File: config.mk
export PLATFORM = sky130hd
export DESIGN_NAME = demux_dispatch_1to8
export DESIGN_NICKNAME = d
export VERILOG_FILES = /design/src/rtl/demux_pkg.sv /design/src/rtl/demux_lane_reg.sv /design/src/rtl/demux_dispatch_1to8.sv
export SDC_FILE = /design/constraint.sdc
export NUM_CORES = 1
export LEC_CHECK = 0
export ABC_AREA = 1
export ABC_CLOCK_PERIOD_IN_PS = 2900
export CORE_ASPECT_RATIO = 1.75
export CORE_UTILIZATION = 52
export DETAILED_ROUTE_END_ITERATION = 6
export PLACE_DENSITY = 0.85
export SYNTH_ARGS = -nofsm -noshare
export SYNTH_HDL_FRONTEND = slang
export SYNTH_SLANG_ARGS = --single-unit
File: constraint.sdc
create_clock -name clk -period 2.9 [get_ports clk]
set_input_delay 0.58 -clock clk [delete_from_list [all_inputs] [get_ports clk]]
set_output_delay 0.58 -clock clk [all_outputs]
set_load 0.05 [all_outputs]
File: src/rtl/demux_pkg.sv
// ---------------------------------------------------------------------------
// demux_pkg
// Shared constants and types for the 1-to-8 registered dispatcher.
//   WIDTH  : data word width per lane
//   SNUM   : lane-select width (8 lanes)
//   LANES  : number of output lanes
//   CNT_W  : width of the accept counter
// ---------------------------------------------------------------------------
package demux_pkg;

    localparam int WIDTH = 32;
    localparam int SNUM  = 3;
    localparam int LANES = 8;
    localparam int CNT_W = 16;

    typedef logic [SNUM-1:0] lane_idx_t;

    // Round-robin successor; the natural SNUM-bit wrap gives 7 -> 0.
    function automatic lane_idx_t next_lane(input lane_idx_t cur);
        return cur + lane_idx_t'(1);
    endfunction

endpackage

File: src/rtl/demux_lane_reg.sv
// ---------------------------------------------------------------------------
// demux_lane_reg
// One-entry holding register for a single output lane.
//   clk, rst_n : clock, async active-low reset
//   load       : capture din this cycle (takes priority over a drain)
//   din        : word to capture
//   ready      : lane consumer takes the held word this cycle
//   data       : held word (keeps its value after a drain)
//   valid      : held word present
// ---------------------------------------------------------------------------
module demux_lane_reg #(
    parameter int width = 32
) (
    input  logic             clk,
    input  logic             rst_n,
    input  logic             load,
    input  logic [width-1:0] din,
    input  logic             ready,
    output logic [width-1:0] data,
    output logic             valid
);

    always_ff @(posedge clk or negedge rst_n) begin
        if (!rst_n) begin
            data  <= '0;
            valid <= 1'b0;
        end else if (load) begin
            // Reload wins over a simultaneous drain: no bubble on the lane.
            data  <= din;
            valid <= 1'b1;
        end else if (valid && ready) begin
            valid <= 1'b0;
        end
    end

endmodule

File: src/rtl/demux_dispatch_1to8.sv
// ---------------------------------------------------------------------------
// demux_dispatch_1to8
// Registered, flow-controlled 1-to-8 dispatcher. An input word is accepted
// under valid/ready and parked in the selected lane's one-entry register
// until that lane's consumer takes it. Optional internal round-robin select.
//   clk, rst_n : clock, async active-low reset
//   i          : input data word
//   i_valid    : input word present
//   i_ready    : dispatcher accepts this cycle (combinational)
//   sel        : destination lane when rr_en = 0
//   rr_en      : 1 = use internal round-robin pointer, ignore sel
//   o_data     : packed lane data, lane k at [k*width +: width]
//   o_valid    : per-lane valid
//   o_ready    : per-lane consumer ready
//   acc_cnt    : wrapping count of accepted words
// Only snum = 3 (8 lanes) is supported.
// ---------------------------------------------------------------------------
module demux_dispatch_1to8
    import demux_pkg::*;
#(
    parameter int width = 32,
    parameter int snum  = 3
) (
    input  logic                   clk,
    input  logic                   rst_n,
    input  logic [width-1:0]       i,
    input  logic                   i_valid,
    output logic                   i_ready,
    input  logic [snum-1:0]        sel,
    input  logic                   rr_en,
    output logic [LANES*width-1:0] o_data,
    output logic [LANES-1:0]       o_valid,
    input  logic [LANES-1:0]       o_ready,
    output logic [CNT_W-1:0]       acc_cnt
);

    lane_idx_t          rr_ptr;
    lane_idx_t          dest;
    logic               accept;
    logic [LANES-1:0]   lane_load;
    logic [LANES-1:0]   lane_valid;
    logic [width-1:0]   lane_data [LANES];

    assign dest = rr_en ? rr_ptr : lane_idx_t'(sel);

    // A lane can take a new word if it is empty or is being drained now.
    assign i_ready = ~lane_valid[dest] | o_ready[dest];
    assign accept  = i_valid & i_ready;

    always_ff @(posedge clk or negedge rst_n) begin
        if (!rst_n) begin
            rr_ptr  <= '0;
            acc_cnt <= '0;
        end else if (accept) begin
            acc_cnt <= acc_cnt + CNT_W'(1);
            if (rr_en) begin
                rr_ptr <= next_lane(rr_ptr);
            end
        end
    end

    for (genvar k = 0; k < LANES; k++) begin : g_lane
        assign lane_load[k] = accept && (dest == lane_idx_t'(k));

        demux_lane_reg #(
            .width (width)
        ) u_lane (
            .clk   (clk),
            .rst_n (rst_n),
            .load  (lane_load[k]),
            .din   (i),
            .ready (o_ready[k]),
            .data  (lane_data[k]),
            .valid (lane_valid[k])
        );

        assign o_data[k*width +: width] = lane_data[k];
    end

    assign o_valid = lane_valid;

endmodule

### Signal wires on met1

Supply wires on this layer in gray.
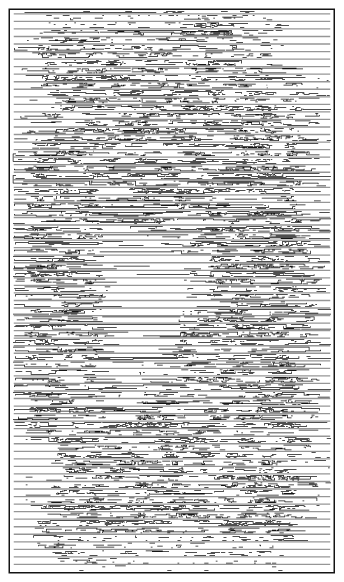
nets with wire on the layer: 1527
main direction: horizontal
wire length on this layer: 13800 µm
total wirelength of the detailed-routed design: 40700 µm
vias after detailed routing: 11300
fraction of met1 tracks used by global routing: 0.394

### Clock routing

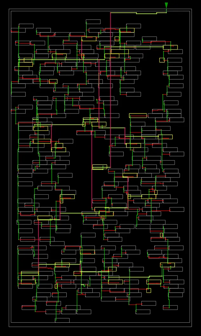
number of sinks driven by the clock tree: 283
FF+latch count: 283
worst clock skew: 0.0177 ns
clock tree buffer count of the final layout: 34

==> reports/summary.log <==
INFO  status         outcome=completed
INFO  final_layout   flop_area=7080µm²
INFO  power_and_ir_drop p_switching=12.2mW
INFO  final_layout   layout.comb_gates.multi_input=944
INFO  final_layout   reg_top3=g_lane.u_lane.data: 256 flops, acc_cnt: 16 flops, g_lane.u_lane.valid: 8 flops
INFO  synth          synthXorXnorAreaFrac=0.0110
INFO  critical_path  cpLargestDelayFamily=buffers and inverters
INFO  die            top_level_ports=328
INFO  die            nWellTaps=300
INFO  die            core_region_area=22700µm²
INFO  critical_path  critPathMaxFanout=4
INFO  min_path       hp-class=in2async
INFO  synth          area_fraction_in_full_adders_half_adders_and_majority_gates=0.00209
INFO  critical_path  critical-path-top-cell-by-count=sky130_fd_sc_hd__nand2_1
INFO  critical_path  startpoint=sel[0]
INFO  final_layout   n_all_inverters=36
INFO  synth          synth.mux.area_fraction=0
INFO  power_and_ir_drop power.internal=12.0mW
INFO  placement      globalplace.congestion=0.948
INFO  synth          postSynthNetCount=1433
INFO  critical_path  critical_path.reg2reg.endpoint=g_lane[3].u_lane.data[0]$_DFFE_PN0P_
INFO  placement      portBuffers=327
INFO  synth          top_logic_cell_family_in_the_synthesized_netlist=simple AND/OR/NAND/NOR gates
INFO  clock_tree     ctsHtreeMaxLevel=1
INFO  synth          synth.yosys.num_cells=1384
INFO  synth          ys_ff=283
INFO  critical_path  timing.critical_path.required=2.32ns
INFO  power_and_ir_drop power_clock=3.53mW
INFO  synth          top_cell_type_by_total_area_after_synthesis=sky130_fd_sc_hd__dfrtp_1
INFO  final_layout   fin_area=16600µm²
INFO  drt            top_signal_layer_used=met4
INFO  synth          post_synth_ao_oa_area_fraction=0.00795
INFO  clock_tree     clkLatencyLatePin=0.52ns
INFO  sta            hold_slack=0.0511ns
INFO  critical_path  critPathMaxStageDelay=0.54ns
INFO  synth          synth_cell_type_count=22
INFO  final_layout   largest_reg_flops=256
INFO  clock_tree     cts_setup_buffers=0
INFO  die            die_area=23600µm²
INFO  drt            routed-wl-met3=3440µm
INFO  power_and_ir_drop share_seq_of_total_power=0.296
INFO  die            die_w=117µm
INFO  final_layout   largestClassByArea=flip-flops and latches
INFO  drt            detail_route.drc_violations=0
INFO  power_and_ir_drop p_sw_frac=0.504
INFO  sta            tightestPinTransition=0.740ns
INFO  synth          synth_dominant_cell_count=sky130_fd_sc_hd__nand2_1
INFO  critical_path  setup_slack_reg_to_reg=0.86ns
INFO  synth          area_leaders=sky130_fd_sc_hd__dfrtp_1 (59%), sky130_fd_sc_hd__nand2_1 (18%), sky130_fd_sc_hd__nand3_1 (12%), sky130_fd_sc_hd__buf_4 (2.1%), sky130_fd_sc_hd__clkbuf_1 (1.2%)
INFO  grt            grt_start_max_net_pins=90
INFO  power_and_ir_drop seq_pwr=7.16mW
INFO  synth          syn_inst=1384
INFO  clock_tree     clk_pin_slew_worst_paths=0.06ns
INFO  power_and_ir_drop leak=8.24nW
INFO  grt            grt_pass1_vias=11500
INFO  critical_path  rr_startpoint=rr_ptr[0]$_DFFE_PN0P_
INFO  synth          mapped_cell_area=12000µm²
INFO  synth          synthesis.yosys.warnings=0
INFO  run            max_cap_viol_count=0
INFO  power_and_ir_drop comb_cell_power=13.5mW
INFO  placement      placed_cell_area=15700µm²
INFO  sta            rsz0062_at_grt=no
INFO  power_and_ir_drop comb_power_share=0.558
INFO  placement      pre_cts_slack=0.0605ns
INFO  sta            totalNegativeSetupSlack=0ns
INFO  grt            number_of_antenna_violations_at_the_first_check_in_global_routing=1
INFO  grt            busiest_layer=met2
INFO  final_layout   buf_share=0.238
INFO  sta            fin_crit_share=0.926
INFO  drt            viasPerCell=5.67
INFO  final_layout   regMostFlops=g_lane.u_lane.data
INFO  critical_path  depth_of_the_critical_timing_path_with_buffers_and_inverters_included=11
INFO  final_layout   area.combinational=4160µm²
INFO  synth          synth-area-yosys=12000µm²
### Metal 2

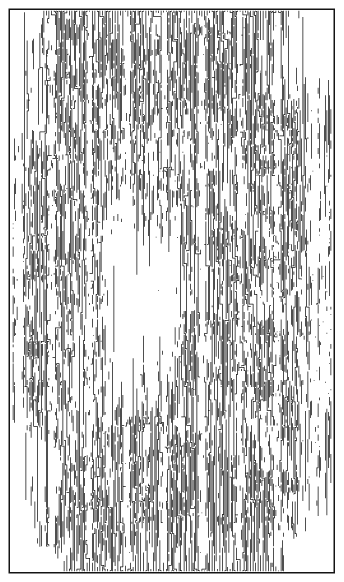
share of all routed wire: 50%
wire length on this layer: 20.3 mm
main direction: vertical
longest straight run: 81.8 µm
nets with wire on the layer: 1444
met2 capacity usage during global routing: 0.590

### The metal 3 layer

The bar under the picture is 20 µm long.
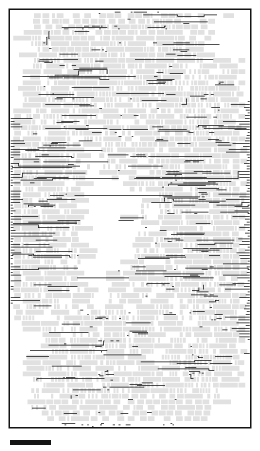
longest straight run: 54.7 µm
nets with wire on the layer: 302
main direction: horizontal
wire length on this layer: 3440 µm
share of all routed wire: 8.4%
met3 usage in global routing: 0.0690

No activity file was given, so power comes from the tool's default toggle rates.
